Fig. 1: signal metal coverage by tile
Scale bar: 20 um. The die is cut into 15 by 18 equal tiles; dark purple is low, yellow is high, scaled to the fullest tile. Values are wire area over tile area, all layers added.
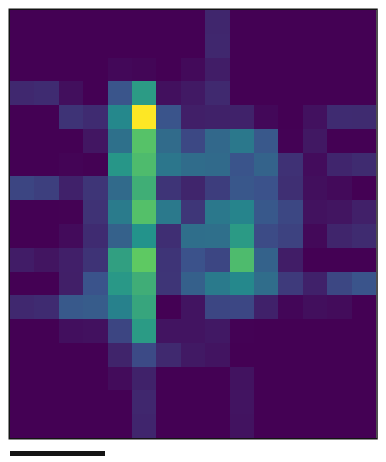
Fig. 2: placement view
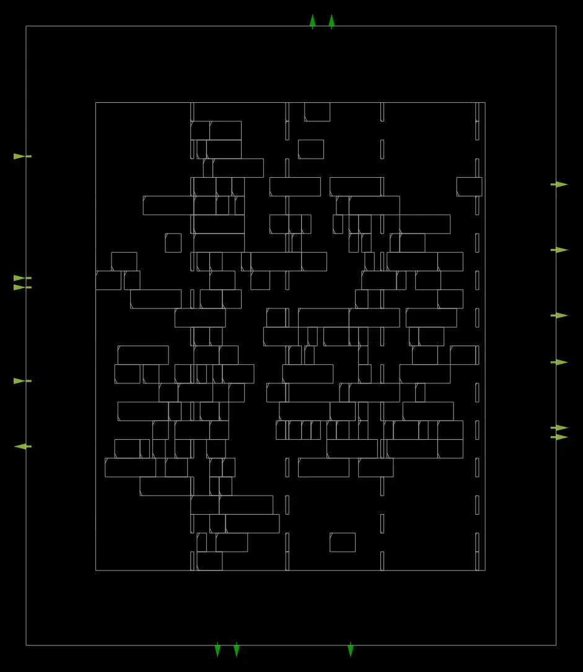
Fig. 3: clock wires, drivers and flops
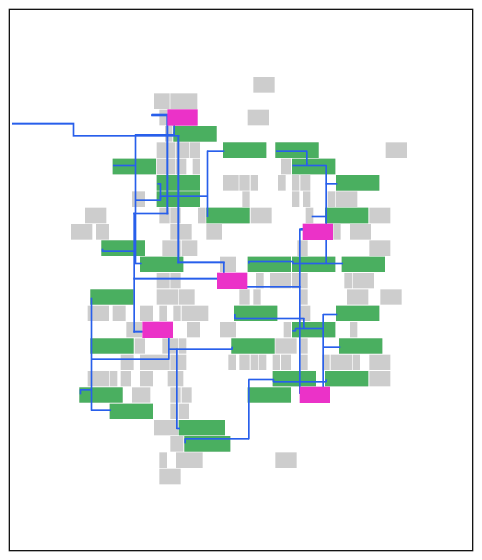
Fig. 4: where the registers sit
Other sequential cells in the stronger grey, the rest of the logic in the fainter grey.
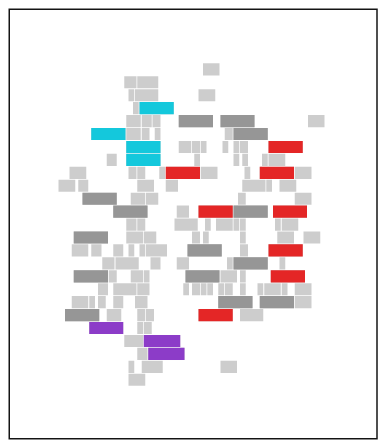
Fig. 5: cells by drive strength
Scale bar: 20 um.
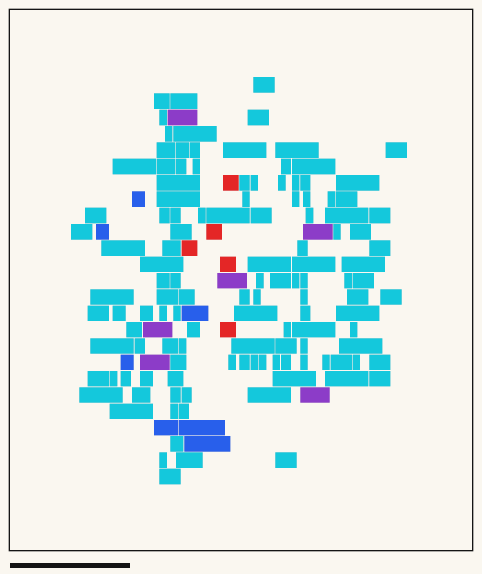
==> config.mk <==
export PLATFORM = sky130hd
export DESIGN_NAME = uart_rx_frame
export DESIGN_NICKNAME = d
export VERILOG_FILES = /design/src/rtl/uart_rx_frame.sv
export SDC_FILE = /design/constraint.sdc
export NUM_CORES = 1
export LEC_CHECK = 0
export CAP_MARGIN = 20
export CORE_AREA = 10 10 67 80
export DETAILED_ROUTE_END_ITERATION = 10
export DIE_AREA = 0 0 77 90
export HOLD_SLACK_MARGIN = 0.1
export PLACE_DENSITY_LB_ADDON = 0.15
export SYNTH_ARGS = -nofsm -noshare
export SYNTH_HDL_FRONTEND = slang
export SYNTH_SLANG_ARGS = --single-unit
==> constraint.sdc <==
create_clock -name clk -period 2 [get_ports clk]
set_input_delay 0.4 -clock clk [delete_from_list [all_inputs] [get_ports clk]]
set_output_delay 0.4 -clock clk [all_outputs]
set_load 0.02 [all_outputs]
==> impl_metrics.csv <==
group,metric,value,unit
status,status,"finished clean",
critical_path,path_max_fanout,7,
clock_tree,root_buffer,"clkbuf_8",
flow_run,tool_warnings,26,
placement,hpwl,1.630,mm
timing,min_period_over_period,94.81,%
global_route,grt_max_degree,22,
logic_synthesis,synthArstFlopShare,0,%
logic_synthesis,synthTopCellsByArea,"dfxtp_1 52%, mux2i_1 7.2%, nand2_1 6.4%",
finish,area_growth,27.44,%
placement,dpl_worst_slack,0.04272,ns
global_route,grt_pass1_vias,909,
placement,io_buffers,15,
pwr,power_density,783.1,nW/um^2
logic_synthesis,edf_count,0,
global_route,grt_pass1_wl,4.091,mm
global_route,antenna_found_initial,0,
placement,finalWeightedCongestion,0.7647,
logic_synthesis,muxShareOfSynthArea,7.167,%
pwr,p_leak,0.5832,nW
timing,slew_viol_final,0,
clock_tree,clk_latency,0.28,ns
flow_run,maxCapViolations,0,
critical_path,timing.reg2reg.setup_slack,0.49,ns
critical_path,start_kind,"register",
logic_synthesis,simple_gate_area_share,22.96,%
route,drtAntennaViolNets,0,
logic_synthesis,top_area_share,51.96,%
floorplan,dieArea,6930,um^2
timing,slew_headroom,74.47,%
logic_synthesis,syn_avg_cell_area,9.234,um^2
logic_synthesis,synthTopCellsByCount,"29 x dfxtp_1, 19 x nand2_1, 13 x a21oi_1, 13 x nor2_1, 8 x mux2i_1",
clock_tree,htreeDepth,2,
critical_path,setup.worst_path.class,"reg -> out",
min_path,hp-class,"reg -> reg",
logic_synthesis,logic_family,"simple AND/OR/NAND/NOR gates",
logic_synthesis,dominantRegCellSynth,"dfxtp_1",
finish,diodes,0,
route,drc,0,
logic_synthesis,ys_chip_area,1117,um^2
logic_synthesis,ys.flops,29,
logic_synthesis,ys_types,34,
route,routed_via_density,4.554,
clock_tree,cts_buffers,5,
finish,finalInstanceArea,1424,um^2
critical_path,arrival,1.50,ns
logic_synthesis,top_cell,"dfxtp_1",
timing,hold_slack,0.4275,ns
logic_synthesis,ys_seq_share,51.96,%
critical_path,end_kind,"output pin",
timing,tns,0,ns
logic_synthesis,fp_nets,126,
floorplan,core_util_floorplan,29.04,%
logic_synthesis,xor_share,0,%
clock_tree,path_clk_slew,0.06,ns
clock_tree,cts.sink_count,29,
critical_path,critPathRequiredTime,1.60,ns
clock_tree,cts_resized,1,
logic_synthesis,synth_stat.cells,121,
clock_tree,clockBufferDepth,2,
global_route,gr-total-overflow,0,
floorplan,die_w,77,um
floorplan,die_h,90,um
timing,worst_slew_pin_slew,0.3821,ns
logic_synthesis,yosys.area.top_type,"dfxtp_1",
finish,drive_above_1_share,12.77,%
pwr,peakVddDrop,369.1,uV
route,drt_first_pass_iters,4,
logic_synthesis,adder_share,1.120,%
timing,setup_violations,0,
logic_synthesis,synth_warnings,0,
timing,rsz0062_at_grt,"no",
clock_tree,hold_buffers,0,
floorplan,num_io_pins,16,
timing,hold_violations,0,
global_route,grt_usage,7.374,%
critical_path,r2r_cells,5,
placement,placedInstanceArea,1333,um^2
clock_tree,cts_tree,"yes",
logic_synthesis,synthesis.area,1117,um^2
timing,fmax,527.4,MHz
floorplan,core,3847,um^2
logic_synthesis,syn_inst,121,
route,first_iter_violations,64,
timing,finalCriticalPeriod,1.896,ns
min_path,hold_depth,1,
finish,fin_nets,146,
logic_synthesis,aoi_share,12.54,%
clock_tree,cts_setup_buffers,0,
Back to the opening pictures, Fig. 1:
fullest tile	0.46
densest ninth of the die	centre
emptiest ninth of the die	lower right
nearly empty tiles	48%
tiles over half the peak	5.9%
mean over tiles	0.055
WL/cell: 11.79 um
Routed WL: 2.299 mm
routed via count: 888

Back to the opening pictures, Fig. 2:
flop count: 29
Core Rows: 25
fillcell total: 419
non-filler cells, final: 195

Back to the opening pictures, Fig. 3:
[blue] clock wires | length: 434 um
[magenta] clock drivers | count: 5
[green] flip-flops | count: 29
routed clock nets	6
Worst Skew: 0.004184 ns
clk pwr: 485 uW

Back to the opening pictures, Fig. 4:
colour	netlist name	placed flops
purple	state	3
cyan	bit_cnt	4
red	rx_data	8
flop share of the area: 40.95%
Final Core Density: 37.01%
FF/Latch Area: 583.1 um^2
Seq. pwr: 589 uW

Back to the opening pictures, Fig. 5:
colour	size	cells
purple	_6 and larger	6
red	_3 and _4 cells	5
blue	_2 cells	7
cyan	_0 and _1 cells	123
Non-clk bufs: 20
worst setup margin: 0.1039 ns

## layer usage
| layer | vias to the layer above | GRT usage [%] | wire length [um] |
|---|---|---|---|
| met5 | - | 0 | 0 |
| met4 | 0 | 5.945 | 84 |
| met3 | 10 | 3.486 | 155 |
| met2 | 16 | 11.55 | 1105 |
| met1 | 411 | 7.299 | 953 |
| li1 | 451 | - | - |
## layout make-up
cell class	count	area (um^2)
Fill cell	419	2424
Clock buffer	7	86.33
Inverter	2	7.507
Tap cell	54	67.56
Sequential cell	29	583.1
Timing Repair Buffer	20	190.2
Multi-Input combinational cell	83	489.2
## layout by cell type (no fill, tap or decap)
master,count
o211a_1,1
o22ai_1,1
or3_1,1
a211oi_1,1
dfxtp_2,2
or2_2,3
clkbuf_8,6
nand2_1,19
or4_1,2
mux2i_1,8
o21ai_0,1
nor2_1,13
inv_1,2
nand2b_1,1
a41oi_1,1
and3_1,1
o311a_1,1
nor3b_1,1
nand4_1,1
a21oi_1,13
ha_1,1
o21bai_2,1
and2b_1,1
nand3_1,3
a311oi_1,1
o21a_1,1
nand4b_1,1
or3b_1,1
nor3b_2,1
nor3_1,1
buf_4,5
dlymetal6s2s_1,1
clkdlybuf4s50_1,14
clkbuf_1,1
nor2b_1,2
dfxtp_1,27
## cell families (layout without fill, tap and decap cells)
kind of cell / count (synthesis) / count (layout)
AOI/OAI and AO/OA: 22 / 22
adders and majority gates: 1 / 1
buffers and inverters: 9 / 29
DFF: 29 / 29
muxes: 8 / 8
and+or+nand+nor: 52 / 52
## critical path: stages (launching register included)
cell	delay [ns]
dfxtp_1	0.35
o21bai_2	0.21
inv_1	0.05
clkdlybuf4s50_1	0.59
## report_power, final
group | internal (mW) | switching [mW] | total (mW)
clock network | 0.272 | 0.213 | 0.485
logic | 0.0203 | 0.0214 | 0.0417
registers | 0.583 | 0.00549 | 0.589
## per-stage QoR
| step | total power [mW] | instances | utilization (%) |
|---|---|---|---|
| 2_1_floorplan | 0.6273 | 121 | - |
| 3_3_place_gp | 0.6431 | 188 | 34.63 |
| 3_5_place_dp | 0.6437 | 188 | 34.63 |
| 4_1_cts | 1.130 | 195 | 36.91 |
| 5_1_grt | 1.164 | 195 | 37.01 |
| 6_report | 1.115 | 195 | 37.01 |
Power is estimated from default activity; no workload was simulated.
